File: src/rtl/sw_debounce_pkg.sv
// sw_debounce_pkg: shared constants and helpers for the switch debouncer
package sw_debounce_pkg;
  localparam int SYNC_STAGES = 2;
  function automatic int cnt_w(input int n);
    return $clog2(n + 1);
  endfunction
endpackage

File: src/rtl/debounce_ch.sv
// debounce_ch: single-bit synchroniser, stability counter, clean level and edge strobes
module debounce_ch
  import sw_debounce_pkg::*;
#(
  parameter int STABLE_CYCLES = 1000
) (
  input  logic clk,
  input  logic rst,
  input  logic raw_i,
  output logic clean_o,
  output logic rise_o,
  output logic fall_o,
  output logic upd_o
);
  localparam int CW = cnt_w(STABLE_CYCLES);
  logic [SYNC_STAGES-1:0] sync_q;
  logic [CW-1:0] cnt_q, cnt_d;
  logic clean_q, clean_d, rise_q, fall_q;
  logic sync2, differ;
  assign sync2 = sync_q[SYNC_STAGES-1];
  assign differ = sync2 ^ clean_q;
  assign upd_o = differ && (cnt_q == CW'(STABLE_CYCLES - 1));
  assign clean_o = clean_q;
  assign rise_o = rise_q;
  assign fall_o = fall_q;
  // any matching sample or a completed update restarts the stability count
  always_comb begin
    cnt_d = (!differ || upd_o) ? '0 : cnt_q + 1'b1;
    clean_d = upd_o ? sync2 : clean_q;
  end
  // synchroniser, counter, clean level and one-cycle strobes
  always_ff @(posedge clk) begin
    if (rst) begin
      sync_q <= '0;
      cnt_q <= '0;
      clean_q <= 1'b0;
      rise_q <= 1'b0;
      fall_q <= 1'b0;
    end else begin
      sync_q <= {sync_q[SYNC_STAGES-2:0], raw_i};
      cnt_q <= cnt_d;
      clean_q <= clean_d;
      rise_q <= upd_o & sync2;
      fall_q <= upd_o & ~sync2;
    end
  end
endmodule

File: src/rtl/sw_debounce.sv
// sw_debounce: per-bit switch debouncer with edge strobes and a combined change pulse
module sw_debounce
  import sw_debounce_pkg::*;
#(
  parameter int WIDTH = 9,
  parameter int STABLE_CYCLES = 1000
) (
  input  logic clk,
  input  logic rst,
  input  logic [WIDTH-1:0] sw_raw,
  output logic [WIDTH-1:0] sw_clean,
  output logic [WIDTH-1:0] rise,
  output logic [WIDTH-1:0] fall,
  output logic changed
);
  logic [WIDTH-1:0] upd;
  logic changed_q;
  assign changed = changed_q;
  for (genvar i = 0; i < WIDTH; i++) begin : g_ch
    debounce_ch #(.STABLE_CYCLES(STABLE_CYCLES)) u_ch (
      .clk(clk),
      .rst(rst),
      .raw_i(sw_raw[i]),
      .clean_o(sw_clean[i]),
      .rise_o(rise[i]),
      .fall_o(fall[i]),
      .upd_o(upd[i])
    );
  end
  // change pulse registered on the same edge as the per-bit strobes
  always_ff @(posedge clk) begin
    if (rst) changed_q <= 1'b0;
    else changed_q <= |upd;
  end
endmodule

File: config.mk
export PLATFORM = sky130hd
export DESIGN_NAME = sw_debounce
export DESIGN_NICKNAME = d
export VERILOG_FILES = /design/src/rtl/sw_debounce_pkg.sv /design/src/rtl/debounce_ch.sv /design/src/rtl/sw_debounce.sv
export SDC_FILE = /design/constraint.sdc
export NUM_CORES = 1
export LEC_CHECK = 0
export ABC_AREA = 1
export CAP_MARGIN = 20
export CORE_ASPECT_RATIO = 0.9
export CORE_MARGIN = 8
export CORE_UTILIZATION = 59
export CTS_BUF_LIST = sky130_fd_sc_hd__clkbuf_16
export CTS_CLUSTER_SIZE = 14
export DETAILED_ROUTE_END_ITERATION = 7
export PLACE_DENSITY = 0.83
export SLEW_MARGIN = 15
export SYNTH_ARGS = -nofsm -noshare
export SYNTH_HDL_FRONTEND = slang
export SYNTH_HIERARCHICAL = 1
export SYNTH_SLANG_ARGS = --single-unit
File: constraint.sdc
create_clock -name clk -period 1.6 [get_ports clk]
set_input_delay 0.48 -clock clk [delete_from_list [all_inputs] [get_ports clk]]
set_output_delay 0.48 -clock clk [all_outputs]
set_load 0.1 [all_outputs]
==> flow_metrics.env, run 1 <==
# implementation run metrics
export IMPL_outcome="completed"
export IMPL_antenna_left=0
export IMPL_dp_cells=1058
export IMPL_place_ws_ns=0.155
export IMPL_htreeDepth=4
export IMPL_cp_start_kind="flip-flop"
export IMPL_area_delta_synth_final_pct=23.0
export IMPL_numSequentialCells=136
export IMPL_tightest_slew_ns=0.252
export IMPL_fp_utilization=0.594
export IMPL_dpl_cell_area_um2=7200
export IMPL_nets=964
export IMPL_yosysUniqueCellTypes=15
export IMPL_clk_share=0.0723
export IMPL_clk_pin_slew_ns=0.06
export IMPL_sh_seq_area=0.352
export IMPL_comb_cells=602
export IMPL_worst_endpoint_arrival_ns=0.99
export IMPL_layout_drive_gt1_share=0.149
export IMPL_synth_flops=136
export IMPL_buf_share=0.0915
export IMPL_cts_tree="yes"
export IMPL_crit_path_top_delay_cell="dfxtp_1"
export IMPL_fmax_mhz=679
export IMPL_hpwl_um=8530
export IMPL_tap_cells=133
export IMPL_grt_pass1_vias=5100
export IMPL_n_fill_cell=798
export IMPL_largest_cell_class="logic gates"
export IMPL_n_all_inverters=145
export IMPL_timing_final_crit_period_ns=1.47
export IMPL_synthAoiAreaFrac=0.0303
export IMPL_synth_adder_area_share=0.0178
export IMPL_ir_drop_mv=0.903
export IMPL_relSlewSlack=0.832
export IMPL_clock_tree_root_cell="clkbuf_16"
export IMPL_hold_viol_final=0
export IMPL_ctsResizeCount=0
export IMPL_pin_count=39
export IMPL_synth_area_um2=6320
export IMPL_gp_congestion=0.848
export IMPL_dieArea_um2=14300
export IMPL_p_per_area_nw_per_um2=935
export IMPL_drc=0
export IMPL_logic_area_um2=3050
export IMPL_die_x_um=125
[run 1: cells in the mapped netlist]
cell      count  area share
a21oi_4       9       0.023
nor2_1      195        0.12
nand2_1     181        0.11
nand3_2       9       0.014
xor2_1       18       0.025
nand2_2      18       0.018
xnor2_1      27       0.037
a21oi_1       9      0.0071
ha_1          9       0.018
nand3b_1      9       0.011
nand3_1      55       0.044
nand4_1      27       0.027
inv_1       145       0.086
dfxtp_1     136        0.43
nor2_2       36       0.036
[run 1: state kept, by name (all words and copies together) (netlist names)]
| name | flops |
|---|---|
| g_ch.u_ch/clean_o | 9 |
| g_ch.u_ch/fall_o | 9 |
| g_ch.u_ch/sync_q | 18 |
| g_ch.u_ch/rise_o | 9 |
| g_ch.u_ch/cnt_q | 90 |
| changed | 1 |
[run 1: where the power goes]
group | internal, uW | switching, uW
Combinational | 62.7 | 91.8
Clock | 2260 | 1420
Sequential | 3420 | 17.1
Total | 5740 | 1530
[run 1: final timing paths]
kind / start / to / slack, ns / depth (start not counted)
worst max register to register: g_ch[0].u_ch/cnt_q[0]$_SDFF_PP0_ / changed$_SDFF_PP0_ / 0.15 / 9
worst min-delay path: g_ch[6].u_ch/sync_q[0]$_SDFF_PP0_ / g_ch[6].u_ch/sync_q[1]$_SDFF_PP0_ / 0.40 / 2
worst min register to register: g_ch[6].u_ch/sync_q[0]$_SDFF_PP0_ / g_ch[6].u_ch/sync_q[1]$_SDFF_PP0_ / 0.40 / 2
worst max-delay path: changed$_SDFF_PP0_ / changed / 0.13 / 1
[run 1: routing by layer]
layer  track usage  vias up  wire length [um]
li1              -     2825                 -
met1         0.205     2385              5430
met2         0.324       81              5980
met3        0.0461       15               482
met4        0.0770        0               167
met5             0        -                 0
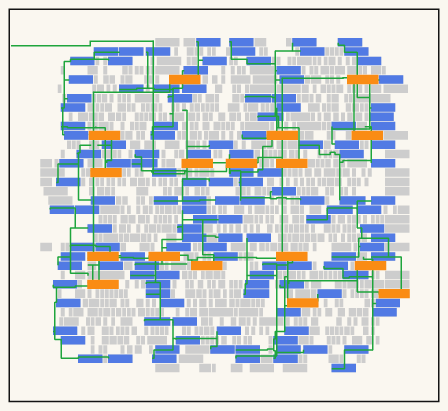
run_1/clock_map.png
Key: clock wires = green [length 1570 um]; flip-flops = blue [count 136]; cells driving clock nets = orange [count 17]
Position of the flops: widely spread.

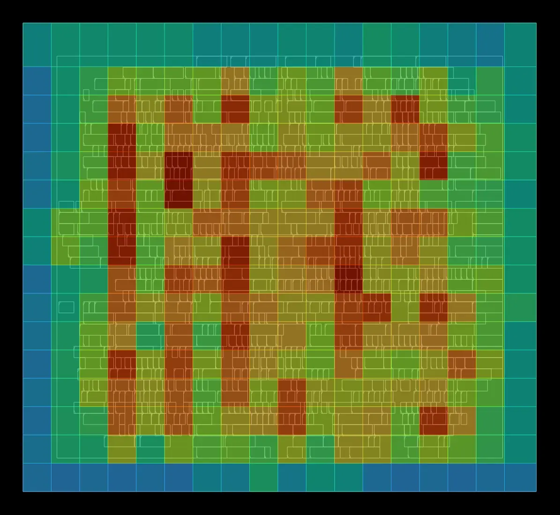
run_1/final_congestion.png
wire length per cell: 11.1 um
global-route track usage on met3: 0.0461

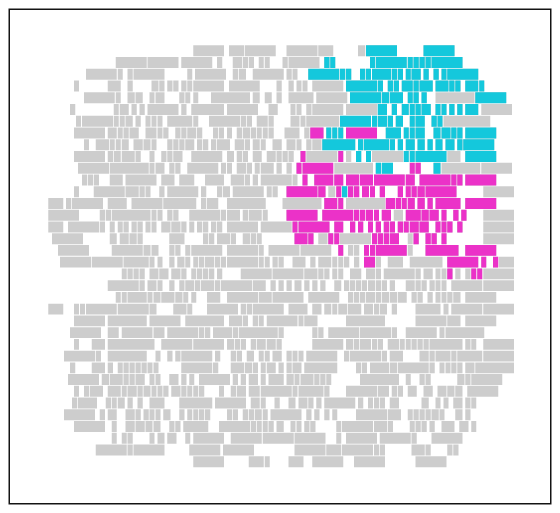
run_1/hierarchy.png
Key: g_ch[8].u_ch = cyan [cells 98, where north-east]; g_ch[1].u_ch = magenta [cells 97]

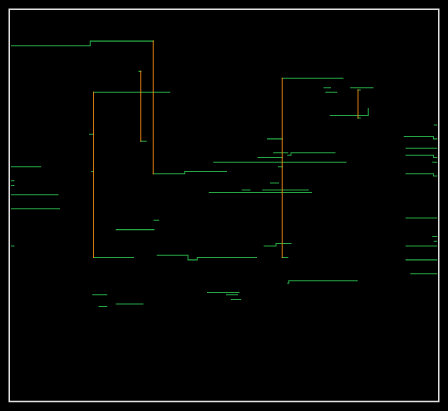
run_1/metal_stack.png
Only two layers are drawn.
Key: met4 = orange [wire length 168 um]; met3 = green [wire length 482 um]

run_1/pins.png
Pins as bars across the die edge, other pins in grey.
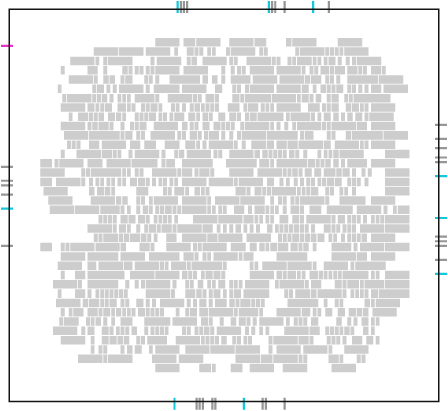

==> run 1 -> run 2 <==
--- a/config.mk
+++ b/config.mk
@@ -5,7 +5,6 @@
 export SDC_FILE = /design/constraint.sdc
 export NUM_CORES = 1
 export LEC_CHECK = 0
-export ABC_AREA = 1
 export CAP_MARGIN = 20
 export CORE_ASPECT_RATIO = 0.9
 export CORE_MARGIN = 8
@@ -13,7 +12,7 @@
 export CTS_BUF_LIST = sky130_fd_sc_hd__clkbuf_16
 export CTS_CLUSTER_SIZE = 14
 export DETAILED_ROUTE_END_ITERATION = 7
-export PLACE_DENSITY = 0.83
+export PLACE_DENSITY = 0.84
 export SLEW_MARGIN = 15
 export SYNTH_ARGS = -nofsm -noshare
 export SYNTH_HDL_FRONTEND = slang
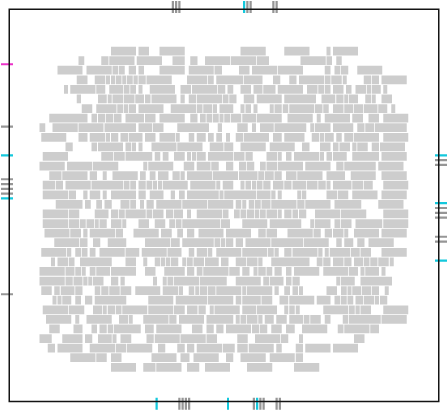
run_2/pins.png
Pins as bars across the die edge, other pins in grey.
Key: sw_clean = cyan [pins 9, direction output, edge 3 south, 3 east, 2 west, 1 north]; clk = magenta [pins 1, direction input, edge west]

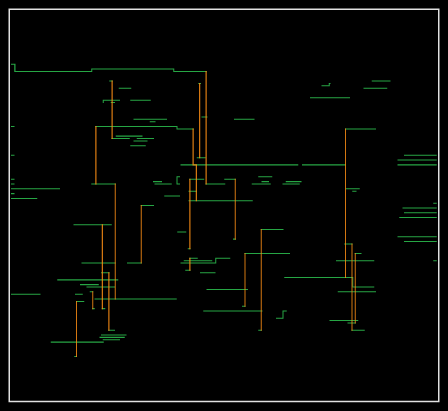
run_2/metal_stack.png
Only two layers are drawn.
Key: met3 = green [wire length 692 um]; met4 = orange [wire length 387 um]

==> flow_metrics.env, run 2 <==
# implementation run metrics
export IMPL_largest_reg_flops=90
export IMPL_top_cell="dfxtp_1"
export IMPL_layout_drive_gt1_share=0.221
export IMPL_reg_top3="g_ch.u_ch/cnt_q (90), g_ch.u_ch/sync_q (18)"
export IMPL_gr_usage_met3=0.0565
export IMPL_flop_cell="dfxtp_1"
export IMPL_synth_area_um2=5910
export IMPL_startpoint="g_ch[0].u_ch/cnt_q[0]$_SDFF_PP0_"
export IMPL_nets=708
export IMPL_hp_start="g_ch[3].u_ch/sync_q[0]$_SDFF_PP0_"
export IMPL_synth_edff_count=0
export IMPL_r2r_start="g_ch[0].u_ch/cnt_q[0]$_SDFF_PP0_"
export IMPL_logic_area_um2=3020
export IMPL_clk_pin_slew_ns=0.06
export IMPL_synthAoiAreaFrac=0.152
export IMPL_top_area_cell="dfxtp_1"
export IMPL_outcome="completed"
export IMPL_htreeDepth=4
export IMPL_grt_util_met2=0.372
export IMPL_regMostFlops="g_ch.u_ch/cnt_q"
export IMPL_drc=0
export IMPL_antenna_left=0
export IMPL_p_per_area_nw_per_um2=999
export IMPL_common_cells="dfxtp_1, nor2_1, nand3_1"
export IMPL_top_cells_by_area="dfxtp_1, xnor2_1, nand3_1, nor2_1, nor4b_1"
export IMPL_synth_adder_area_share=0.0191
export IMPL_area_delta_synth_final_pct=25.8
export IMPL_holdPathStages=1
export IMPL_dp_cells=795
export IMPL_clock_tree_root_cell="clkbuf_16"
export IMPL_worst_endpoint_arrival_ns=1.85
export IMPL_pin_count=39
export IMPL_tightest_slew_ns=0.366
export IMPL_hpwl_um=9310
export IMPL_fmax_mhz=644
export IMPL_r2r_end="changed$_SDFF_PP0_"
export IMPL_wl_per_cell_um=16.8
export IMPL_dieArea_um2=13500
export IMPL_worst_r2r_path_depth=6
export IMPL_cp_start_kind="flip-flop"
export IMPL_top_usage_layer="met2"
export IMPL_async_flop_share=0
export IMPL_die_x_um=121
export IMPL_yosysUniqueCellTypes=31
export IMPL_timing_final_crit_period_ns=1.55
export IMPL_regToRegSetupSlack_ns=0.05
export IMPL_crit_path_top_delay_cell="dfxtp_1"
export IMPL_hold_viol_final=0
export IMPL_crit_end="changed$_SDFF_PP0_"
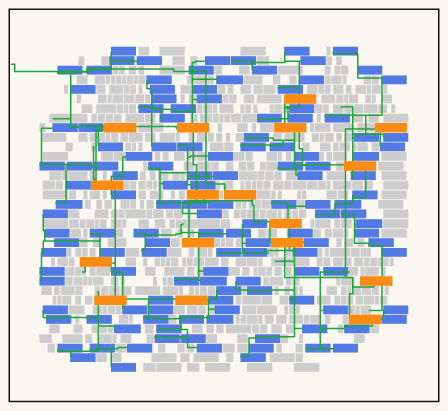
run_2/clock_map.png
Key: cells driving clock nets = orange [count 17]; flip-flops = blue [count 136]; clock wires = green [length 1510 um]
Position of the flops: widely spread.

[run 2: cell types whose count changed in the layout (fill, tap and decap cells not counted), moves of 19 or more]
cell,previous run,this run
nor2_1,194,52
a31oi_1,0,19
buf_4,2,22
inv_1,145,28
o21ai_0,0,27
nand2_1,181,27
nor2_2,37,3
[run 2: kinds of logic after synthesis]
family,count (synthesis)
AOI/OAI and AO/OA,127
buffers and inverters,45
and+or+nand+nor,273
xor gates and xnor gates,36
adders and majority gates,9
DFF,136
[run 2: through the flow]
| stage | util | setup WS [ns] | setup TNS (ns) | cell area, um^2 |
|---|---|---|---|---|
| CTS | 0.762 | 0.00576 | 0 | 7390 |
| finish | 0.766 | 0.0475 | 0 | 7430 |
| detailed placement | 0.702 | 0.00702 | 0 | 6810 |
| global placement | 0.702 | 0.0157 | 0 | 6810 |
| floorplan | - | 0.145 | 0 | 5920 |
| global route | 0.766 | -0.0641 | -0.112 | 7430 |
[run 2: power by group]
| part | internal, uW | leakage [uW] | switching, uW |
|---|---|---|---|
| combinational | 65.2 | 0.00102 | 70.8 |
| clock | 2420 | 0.000284 | 1430 |
| sequential | 3420 | 0.00110 | 20.9 |
[run 2: layer usage]
metal / vias up / wire length [um]
met5: - / 0
met4: 0 / 386
met3: 41 / 691
met2: 169 / 7150
met1: 2466 / 5690
li1: 2469 / -
[run 2: repair_timing]
item                                    4_1_cts  5_1_grt
buffers inserted                              0        0
endpoints found under the hold margin         0        0
endpoints found under the setup margin        1        7
pin swaps                                     0        0
resized                                       1       10
[run 2: area by class of cell]
type                       instances  share of cell area
sequential                       136               0.368
clock buffer                      17              0.0572
clock inverter                    14              0.0212
inverter                          27              0.0136
tap                              126              0.0212
timing repair buffer              61               0.113
multi-input combinational        445               0.406
run_2/final_congestion.png
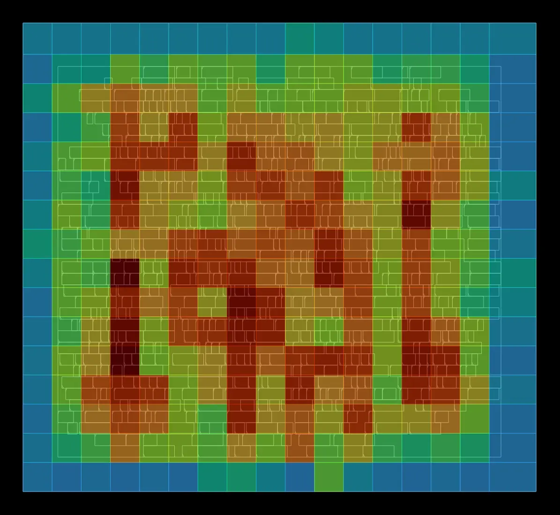

==> run 2 -> run 3 <==
--- a/config.mk
+++ b/config.mk
@@ -10,7 +10,6 @@
 export CORE_MARGIN = 8
 export CORE_UTILIZATION = 59
 export CTS_BUF_LIST = sky130_fd_sc_hd__clkbuf_16
-export CTS_CLUSTER_SIZE = 14
 export DETAILED_ROUTE_END_ITERATION = 7
 export PLACE_DENSITY = 0.84
 export SLEW_MARGIN = 15
==> constraint.sdc (replaced) <==
create_clock -name clk -period 1.6 [get_ports clk]
set_input_delay 0.32 -clock clk [delete_from_list [all_inputs] [get_ports clk]]
set_output_delay 0.32 -clock clk [all_outputs]
set_load 0.1 [all_outputs]
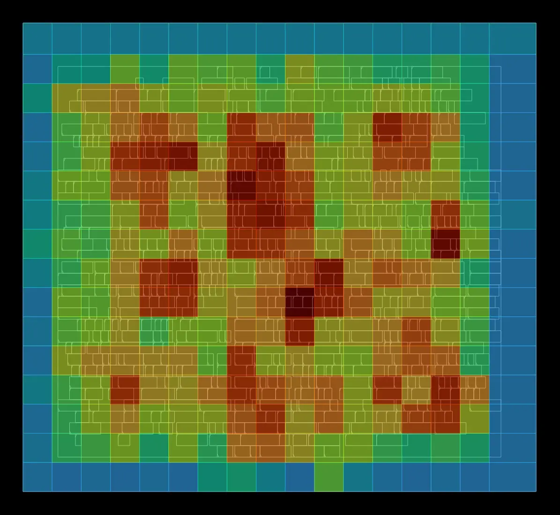
run_3/final_congestion.png
wire length per cell: 15.9 um
GR Util All Layers: 0.196

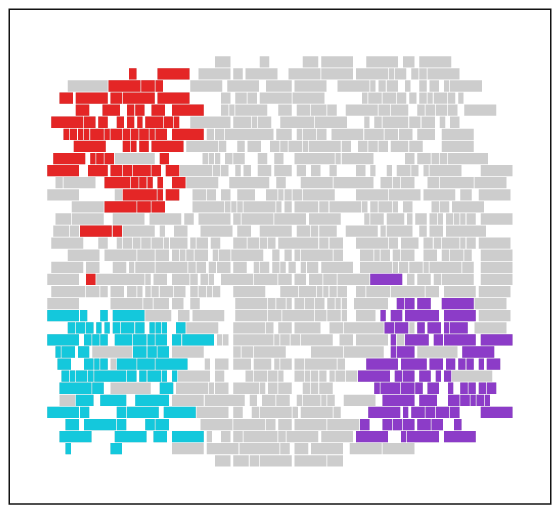
run_3/hierarchy.png
Key: g_ch[1].u_ch = cyan [cells 71, where south-west]; g_ch[0].u_ch = red [cells 70, where north-west]; g_ch[6].u_ch = purple [cells 72, where south-east]
Another 489 cells are not coloured.

==> flow_metrics.env, run 3 <==
# implementation run metrics
export IMPL_synthAoiAreaFrac=0.152
export IMPL_largest_reg_flops=90
export IMPL_synth_edff_count=0
export IMPL_flop_cell="dfxtp_1"
export IMPL_htreeDepth=4
export IMPL_dieArea_um2=13500
export IMPL_antenna_left=0
export IMPL_common_cells="dfxtp_1, nor2_1, nand3_1"
export IMPL_r2r_start="g_ch[7].u_ch/cnt_q[0]$_SDFF_PP0_"
export IMPL_clock_tree_root_cell="clkbuf_16"
export IMPL_fmax_mhz=653
export IMPL_p_per_area_nw_per_um2=959
export IMPL_utilization=0.766
export IMPL_pin_count=39
export IMPL_top_area_cell="dfxtp_1"
export IMPL_nets=711
export IMPL_crit_path_top_delay_cell="dfxtp_1"
export IMPL_tightest_slew_ns=0.373
export IMPL_outcome="completed"
export IMPL_dpl_cell_area_um2=6840
export IMPL_die_x_um=121
export IMPL_layout_drive_gt1_share=0.218
export IMPL_hold_viol_final=0
export IMPL_top_cells_by_area="dfxtp_1, xnor2_1, nand3_1, nor2_1, nor4b_1"
export IMPL_top_cell="dfxtp_1"
export IMPL_final_area_um2=7430
export IMPL_synth_area_um2=5910
export IMPL_hpwl_um=8970
export IMPL_cp_start_kind="flip-flop"
export IMPL_worst_endpoint_arrival_ns=1.83
export IMPL_drc=0
export IMPL_synth_adder_area_share=0.0191
export IMPL_yosysUniqueCellTypes=31
export IMPL_regMostFlops="g_ch.u_ch/cnt_q"
export IMPL_hp_start="rst"
export IMPL_cp_top_family="simple AND/OR/NAND/NOR gates"
export IMPL_reg_top3="g_ch.u_ch/cnt_q (90), g_ch.u_ch/sync_q (18)"
export IMPL_timing_final_crit_period_ns=1.53
export IMPL_async_flop_share=0
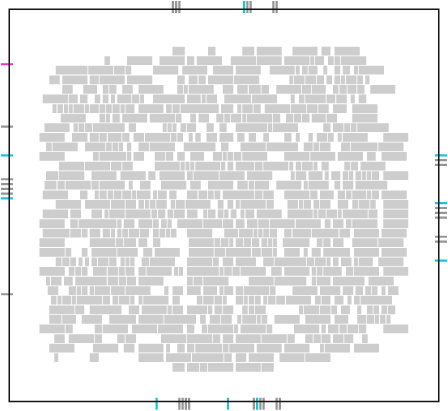
run_3/pins.png
Pins as bars across the die edge, other pins in grey.
Key: sw_clean = cyan [pins 9, direction output, edge 3 south, 3 east, 2 west, 1 north]; clk = magenta [pins 1, direction input, edge west]
All pins by edge: 12 south, 10 east, 9 west, 8 north.

==> run 3: cell types whose count changed in the layout (fill, tap and decap cells not counted), sizes merged <==
cell    delta
bufinv     -1
clkinv     +1
buf        +3
inv        -1
==> run 3: report_power, final <==
group | total, uW | internal, uW | switching (uW)
Clock | 3560 | 2230 | 1330
Combinational | 131 | 63.9 | 67.2
Sequential | 3440 | 3420 | 20.6
==> run 3: final timing paths <==
kind	to	depth (start not counted)
max	g_ch[7].u_ch/rise_o$_SDFF_PP0_	4
min	g_ch[0].u_ch/clean_o$_SDFFE_PP0P_	3
max reg2reg	g_ch[7].u_ch/rise_o$_SDFF_PP0_	4
min reg2reg	g_ch[1].u_ch/sync_q[1]$_SDFF_PP0_	1
==> run 3: tightest hold or removal path, stage by stage <==
cell and delay (ns):
buf_2 0.14, buf_12 0.19, a21oi_1 0.05
==> run 3: final cells by class <==
| type | count | area, um^2 |
|---|---|---|
| sequential | 136 | 2730 |
| tap | 126 | 158 |
| clock buffer | 17 | 425 |
| multi-input combinational | 445 | 3020 |
| fill | 616 | 2270 |
| timing repair buffer | 64 | 876 |
| inverter | 27 | 101 |
| clock inverter | 13 | 116 |
==> run 3: routing by layer <==
metal / global-route usage / wire length, um
met4: 0.0715 / 153
met1: 0.228 / 5660
met3: 0.0621 / 776
met5: 0 / 0
met2: 0.328 / 6610
==> run 3: stage by stage <==
step           setup slack (ns)  TNS [ns]
4_1_cts                  0.0307         0
2_1_floorplan             0.145         0
3_3_place_gp              0.110         0
5_1_grt                 -0.0300   -0.0395
6_report                 0.0689         0
3_5_place_dp             0.0671         0
==> run 3: repair_timing <==
action,4_1_cts,5_1_grt
resized,0,11
buffers inserted,0,0
endpoints found under the setup margin,0,7
endpoints found under the hold margin,0,0
Power figures rest on the tool's default switching activity, not on a simulated workload.
